Run 1, PDN straps and rails:
Pins as bars on the die edge. Tap cells in grey.
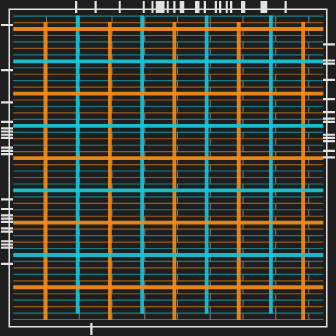
Run 1, placed cells, one colour a class:
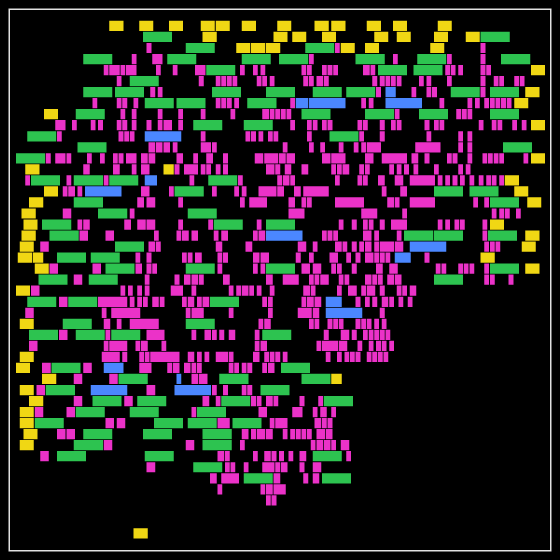
Run 1, clock network drawn from the DEF:
The bar under the picture is 50 um long.
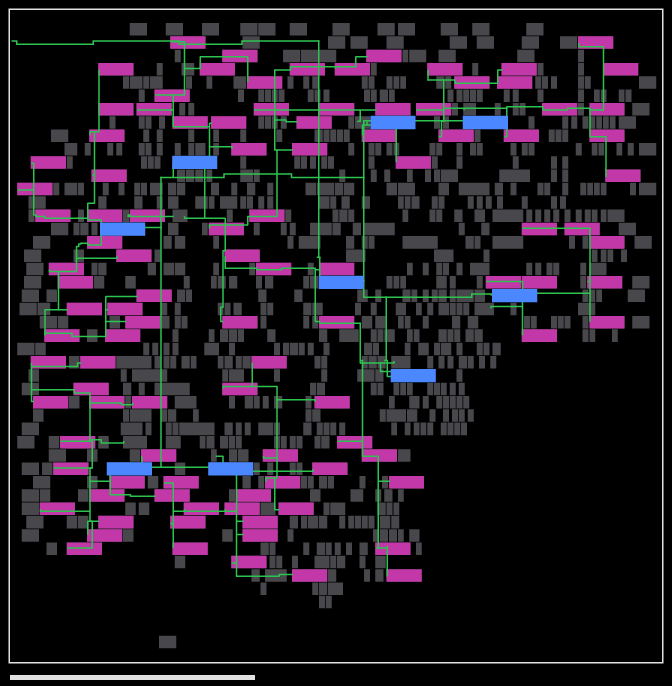
## src/rtl/seven_seg_capture.sv

```systemverilog
// Recovers hex nibbles from a time-multiplexed, active-low 7-segment anode/cathode bus.
// Flags non-hex glyphs, tracks blank digits, and pulses once per fully scanned frame.
module seven_seg_capture #(
    parameter int NUM_DIGITS    = 8,
    parameter int STABLE_CYCLES = 4
) (
    input  logic                    clk,
    input  logic                    reset,
    input  logic [NUM_DIGITS-1:0]   an,
    input  logic [6:0]              seg,
    output logic [4*NUM_DIGITS-1:0] digits_out,
    output logic [NUM_DIGITS-1:0]   digit_valid,
    output logic                    frame_done,
    output logic                    pattern_error,
    output logic [$clog2(NUM_DIGITS)-1:0] err_digit
);

    localparam int KW = $clog2(NUM_DIGITS);

    typedef enum logic [1:0] {IDLE, COUNT, HELD} state_t;

    logic [NUM_DIGITS-1:0] an_m, an_s;
    logic [6:0]            seg_m, seg_s;

    always_ff @(posedge clk) begin
        if (reset) begin
            an_m  <= '1;
            an_s  <= '1;
            seg_m <= '1;
            seg_s <= '1;
        end else begin
            an_m  <= an;
            an_s  <= an_m;
            seg_m <= seg;
            seg_s <= seg_m;
        end
    end

    logic          samp_valid;
    logic [KW-1:0] samp_k;

    always_comb begin
        samp_k     = '0;
        samp_valid = $onehot(~an_s);
        for (int unsigned i = 0; i < NUM_DIGITS; i++) begin
            if (!an_s[i]) samp_k = KW'(i);
        end
    end

    state_t        state;
    logic [7:0]    count;
    logic [KW-1:0] lk;
    logic [6:0]    lp;
    logic          cap;

    // cap is a registered strobe; the capture itself lands one edge later,
    // using the still-latched (lk, lp).
    always_ff @(posedge clk) begin
        if (reset) begin
            state <= IDLE;
            count <= '0;
            lk    <= '0;
            lp    <= '0;
            cap   <= 1'b0;
        end else begin
            cap <= 1'b0;
            if (!samp_valid) begin
                state <= IDLE;
                count <= '0;
            end else if (state == IDLE || samp_k != lk || seg_s != lp) begin
                lk    <= samp_k;
                lp    <= seg_s;
                count <= 8'd1;
                if (STABLE_CYCLES == 1) begin
                    cap   <= 1'b1;
                    state <= HELD;
                end else begin
                    state <= COUNT;
                end
            end else if (state == COUNT) begin
                count <= count + 8'd1;
                if ({1'b0, count} + 9'd1 == 9'(STABLE_CYCLES)) begin
                    cap   <= 1'b1;
                    state <= HELD;
                end
            end
        end
    end

    logic       dec_ok;
    logic       dec_blank;
    logic [3:0] dec_nib;

    always_comb begin
        dec_ok    = 1'b1;
        dec_blank = 1'b0;
        dec_nib   = 4'h0;
        case (lp)
            7'b0000001: dec_nib = 4'h0;
            7'b1001111: dec_nib = 4'h1;
            7'b0010010: dec_nib = 4'h2;
            7'b0000110: dec_nib = 4'h3;
            7'b1001100: dec_nib = 4'h4;
            7'b0100100: dec_nib = 4'h5;
            7'b0100000: dec_nib = 4'h6;
            7'b0001111: dec_nib = 4'h7;
            7'b0000000: dec_nib = 4'h8;
            7'b0000100: dec_nib = 4'h9;
            7'b0001000: dec_nib = 4'hA;
            7'b1100000: dec_nib = 4'hB;
            7'b0110001: dec_nib = 4'hC;
            7'b1000010: dec_nib = 4'hD;
            7'b0110000: dec_nib = 4'hE;
            7'b0111000: dec_nib = 4'hF;
            7'b1111111: begin
                dec_ok    = 1'b0;
                dec_blank = 1'b1;
            end
            default:    dec_ok = 1'b0;
        endcase
    end

    logic [NUM_DIGITS-1:0] seen, seen_nxt;

    always_comb begin
        seen_nxt     = seen;
        seen_nxt[lk] = 1'b1;
    end

    always_ff @(posedge clk) begin
        if (reset) begin
            digits_out    <= '0;
            digit_valid   <= '0;
            frame_done    <= 1'b0;
            pattern_error <= 1'b0;
            err_digit     <= '0;
            seen          <= '0;
        end else begin
            frame_done    <= 1'b0;
            pattern_error <= 1'b0;
            if (cap) begin
                digit_valid[lk] <= dec_ok;
                if (dec_ok) begin
                    digits_out[lk*4 +: 4] <= dec_nib;
                end else if (!dec_blank) begin
                    pattern_error <= 1'b1;
                    err_digit     <= lk;
                end
                if (&seen_nxt) begin
                    frame_done <= 1'b1;
                    seen       <= '0;
                end else begin
                    seen <= seen_nxt;
                end
            end
        end
    end

endmodule

```

## config.mk

```make
export PLATFORM = sky130hd
export DESIGN_NAME = seven_seg_capture
export DESIGN_NICKNAME = d
export VERILOG_FILES = /design/src/rtl/seven_seg_capture.sv
export SDC_FILE = /design/constraint.sdc
export NUM_CORES = 1
export LEC_CHECK = 0
export ABC_AREA = 1
export CORE_UTILIZATION = 30
export DETAILED_ROUTE_END_ITERATION = 16
export HOLD_SLACK_MARGIN = 0.1
export PLACE_DENSITY = 0.51
export SLEW_MARGIN = 20
export SYNTH_ARGS = -nofsm -noshare
export SYNTH_HDL_FRONTEND = slang
export SYNTH_SLANG_ARGS = --single-unit
```

## constraint.sdc

```tcl
create_clock -name clk -period 8.9 [get_ports clk]
set_input_delay 1.335 -clock clk [delete_from_list [all_inputs] [get_ports clk]]
set_output_delay 1.335 -clock clk [all_outputs]
set_load 0.005 [all_outputs]
```

==> results.ini, run 1 <==
[cells_and_area]
post_route_cells_drive_above_1_share_pct=10.5
nNonClkBuffers=64
comb_cells=512
clkCellAreaFrac_pct=4.66
num-clock-buffers=11
final_cell_mix=sky130_fd_sc_hd__nand2_1 (173), sky130_fd_sc_hd__nor2_1 (148), sky130_fd_sc_hd__dfxtp_1 (104)
regArea_sq_um=2080
inverters=110
layout_top_cell_excl_fill_tap=sky130_fd_sc_hd__nand2_1

[clock_network]
numCtsBuffers=9
clk_path_buf_depth=2
holdBufCountCts=0
tritoncts=built

[grt]
top_usage_layer=met2
global_route.overflow_total=0
grt_util_met2_pct=21.3
grt_first_pass_wirelength_um=19500
maximum_number_of_pins_on_one_net_before_global_route_repair=46
grtUsageMet1_pct=18.6

[power]
top_power_group=registers
internal_power_uw=780
seq_power_share_pct=42.4
pwr_density_nw_per_um2=196
p_total_uw=1220
p_sw_uw=440
power_combinational_uw=313

[yosys]
synth_adder_area_share_pct=3.01
basic_gate_share_of_the_synthesized_area_counting_and_or_nand_and_nor_cells_pct=40.1
numSynthFlops=104
synth.top_cells.by_area=sky130_fd_sc_hd__dfxtp_1 (40%), sky130_fd_sc_hd__nand2_1 (13%), sky130_fd_sc_hd__nor2_1 (11%)
synthesis.area_per_instance_sq_um=6.88
top_cell=sky130_fd_sc_hd__nand2_1
synthTopCellsByCount=sky130_fd_sc_hd__nand2_1 (173), sky130_fd_sc_hd__nor2_1 (148), sky130_fd_sc_hd__dfxtp_1 (104), sky130_fd_sc_hd__inv_1 (100), sky130_fd_sc_hd__nand3_1 (44)
syn-cell-area_sq_um=5160
syn_inst=750
yosys.area_share.aoi_pct=4.61
synth-edff-count=0
top_area_share_pct=40.4
yosysWarnings=0

[setup_path]
worst_path_most_repeated_cell=sky130_fd_sc_hd__fa_1
critPathRequiredTime_ps=9180
critical_path.reg2reg.endpoint=count[3]
path_delay_family=adder cells
crit_path_cell_count=13
setup.worst_path.end=count[3]
critPathKind=reg -> reg
critical_path.max_fanout=9
critPathLaunch=an_s[0]
cp_data_arrival_time_ps=3930
startpoint_class_of_the_critical_path=flip-flop

[sta]
setup_violations=0
hold_viol_final=0
setup_slack_ps=5250
layout_worst_path_cycle_share_pct=41.1
total_negative_slack_ps=0
max_freq_mhz=274
slew_headroom_pct=52.1

[route]
ant_nets=0
remaining_drcs=0
drt_pre_antenna_iters=5
wl_met2_um=4910
m1WireLength_um=5730
wl_per_cell_um=11.0
route.met3.wl_um=480

[place]
place_hpwl_um=8270

[floorplan]
fp_core_util_pct=30.9
num_tap_cells=220
core_area_sq_um=16700

[outcome]
status=complete, no violations

## Picture notes: 'PDN straps and rails'
- VDD: cyan
- VSS: orange
- tap cells: 220
- met4 straps: 9
- signal pins: 62
- rows: 47
- met1 rails: 48
chip height: 133 um
maximum VDD drop: 0.111 mV
chip width: 133 um

## Picture notes: 'placed cells, one colour a class'
- clock drivers and dummy loads: blue (cells 16; share of their area 4.9%)
- flip-flops: green (cells 104; share of their area 35%)
- all other logic: magenta (cells 622; share of their area 50%)
- other buffers and delay cells: yellow (cells 64; share of their area 11%)
final design area excluding fillers: 6230 sq um
floorplan row count: 47

## Picture notes: 'clock network drawn from the DEF'
- flip-flops: magenta (count 104)
- clock wires: green (length 1350 um)
- cells driving clock nets: blue (count 9)
- routed clock nets: 10
- flops lie: all over the die
worst setup skew after layout: 10.1 ps
clock latency reported for the late side of the worst-skew pair: 350 ps
power attributed to the clock group: 389 uW

Run 1, metal layers overlaid:
The bar under the picture is 50 um long.
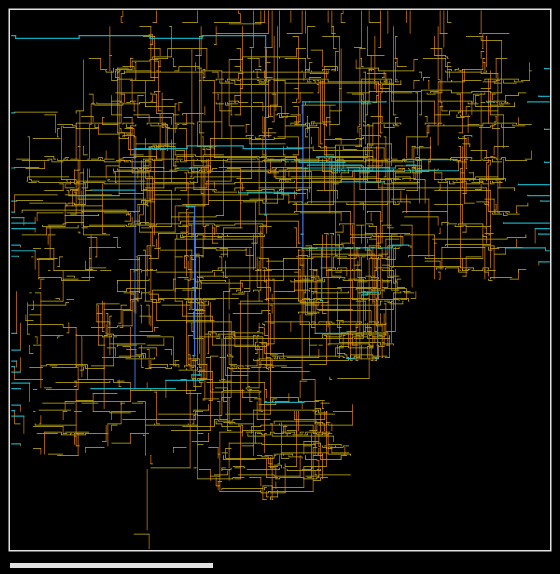

==> inputs of run 2 (changes only) <==
Settings changed: PLACE_DENSITY 0.51 to 0.53.
Clock period 8.9 ns to 3 ns, I/O delays scaled along.
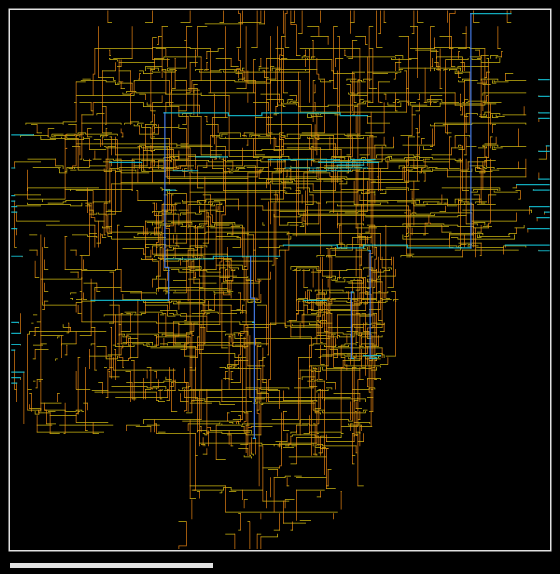
Run 2: metal layers overlaid
The bar under the picture is 50 um long.
- met4: blue (wire length 194 um)
- met2: orange (wire length 5290 um)
- met1: yellow (wire length 5860 um)
- met3: cyan (wire length 348 um)
detailed-route via count: 4509
wire length after detailed routing: 11700 um
Wirelength per Cell: 11.2 um

==> run 2 against run 1 <==
  * The flow now finishes with violations (setup timing)
  * Fmax is 11% higher
  * Synthesized cell count unchanged
  * Synthesized area unchanged
  * Sequential power rose to 2.9 times the previous value
  * Sequential cell count stayed put
  * Critical path type unchanged
  * Critical endpoint is now lk[0]
  * Largest cell class unchanged
  * Largest power group unchanged
==> results.ini, run 2 <==
[outcome]
status=finished with violations
violations_in_the_final_reports=setup timing

[clock_network]
cts_num_sinks=104
tritoncts=built
insertion_delay_ps=350  ; about the same
clk_path_buf_depth=2  ; unchanged

[floorplan]
core_area_sq_um=16700  ; unchanged
die_y_um=133  ; unchanged
num_rows=47  ; unchanged
die_w_um=133  ; unchanged

[yosys]
synth-edff-count=0  ; unchanged
synth.top_cells.by_area=sky130_fd_sc_hd__dfxtp_1 (40%), sky130_fd_sc_hd__nand2_1 (13%), sky130_fd_sc_hd__nor2_1 (11%)
yosysWarnings=0  ; unchanged
top_area_share_pct=40.4  ; unchanged
yosys.area_share.aoi_pct=4.61  ; unchanged
syn_inst=750  ; unchanged
syn-cell-area_sq_um=5160  ; unchanged
synthTopCellsByCount=sky130_fd_sc_hd__nand2_1 (173), sky130_fd_sc_hd__nor2_1 (148), sky130_fd_sc_hd__dfxtp_1 (104), sky130_fd_sc_hd__inv_1 (100), sky130_fd_sc_hd__nand3_1 (44)
basic_gate_share_of_the_synthesized_area_counting_and_or_nand_and_nor_cells_pct=40.1  ; unchanged
numSynthFlops=104  ; unchanged
synthesis.area_per_instance_sq_um=6.88  ; unchanged

[cells_and_area]
area_of_the_multi_input_gates_sq_um=2600
final_cell_mix=sky130_fd_sc_hd__nand2_1 (173), sky130_fd_sc_hd__nor2_1 (146), sky130_fd_sc_hd__dfxtp_1 (103)
finalNetCount=846
post_route_cells_drive_above_1_share_pct=15.0  ; +4.5 points
clkCellAreaFrac_pct=4.59  ; -0.070 points
num-clock-buffers=11  ; unchanged
regArea_sq_um=2080  ; about the same
area_growth_syn_to_layout_pct=25.3
inverters=110  ; unchanged
finalInstanceArea_sq_um=6460  ; +3.7%
layout_top_cell_excl_fill_tap=sky130_fd_sc_hd__nand2_1

[setup_path]
path_delay_family=adder cells
critPathLaunch=an_s[0]
worst_path_most_repeated_cell=sky130_fd_sc_hd__fa_1
critPathKind=reg -> reg
critical_path.reg2reg.endpoint=lk[0]
critical_path.max_fanout=3  ; -6
crit_path_cell_count=15  ; +2
critPathRequiredTime_ps=3300  ; -5880 ps
setup.worst_path.end=lk[0]
startpoint_class_of_the_critical_path=flip-flop

[grt]
global_route.overflow_total=0  ; unchanged
maximum_number_of_pins_on_one_net_before_global_route_repair=38  ; -17%
grtUsageMet1_pct=18.9  ; +0.29 points
grt_util_met2_pct=21.7  ; +0.32 points
top_usage_layer=met2
grt_first_pass_wirelength_um=19800  ; +1.2%

[sta]
fin_worst_skew_ps=7.58  ; -2.51 ps
setup_slack_ps=-306  ; -5550 ps
slew_headroom_pct=50.5  ; -1.7 points
total_negative_slack_ps=-5570  ; -5570 ps
max_freq_mhz=302  ; +11%
hold_viol_final=0  ; unchanged
layout_worst_path_cycle_share_pct=110  ; +69 points
setup_violations=21  ; +21

[place]
place_hpwl_um=8540  ; +3.3%

[power]
max-vdd-ir-drop_mv=0.332  ; +200%
seq_power_share_pct=40.1  ; -2.3 points
power_combinational_uw=1090  ; +250%
top_power_group=registers
clk-power_uw=1190  ; +210%
p_sw_uw=1330  ; +200%
pwr_density_nw_per_um2=588  ; +200%
p_total_uw=3800  ; +210%

[flow_run]
cap_viol_max_count=0

[route]
remaining_drcs=0  ; unchanged
wl_met2_um=5290  ; +7.6%
drt_pre_antenna_iters=8  ; +3
m1WireLength_um=5860  ; +2.3%
route.met3.wl_um=347  ; -28%

Power figures rest on the tool's default switching activity, not on a simulated workload.
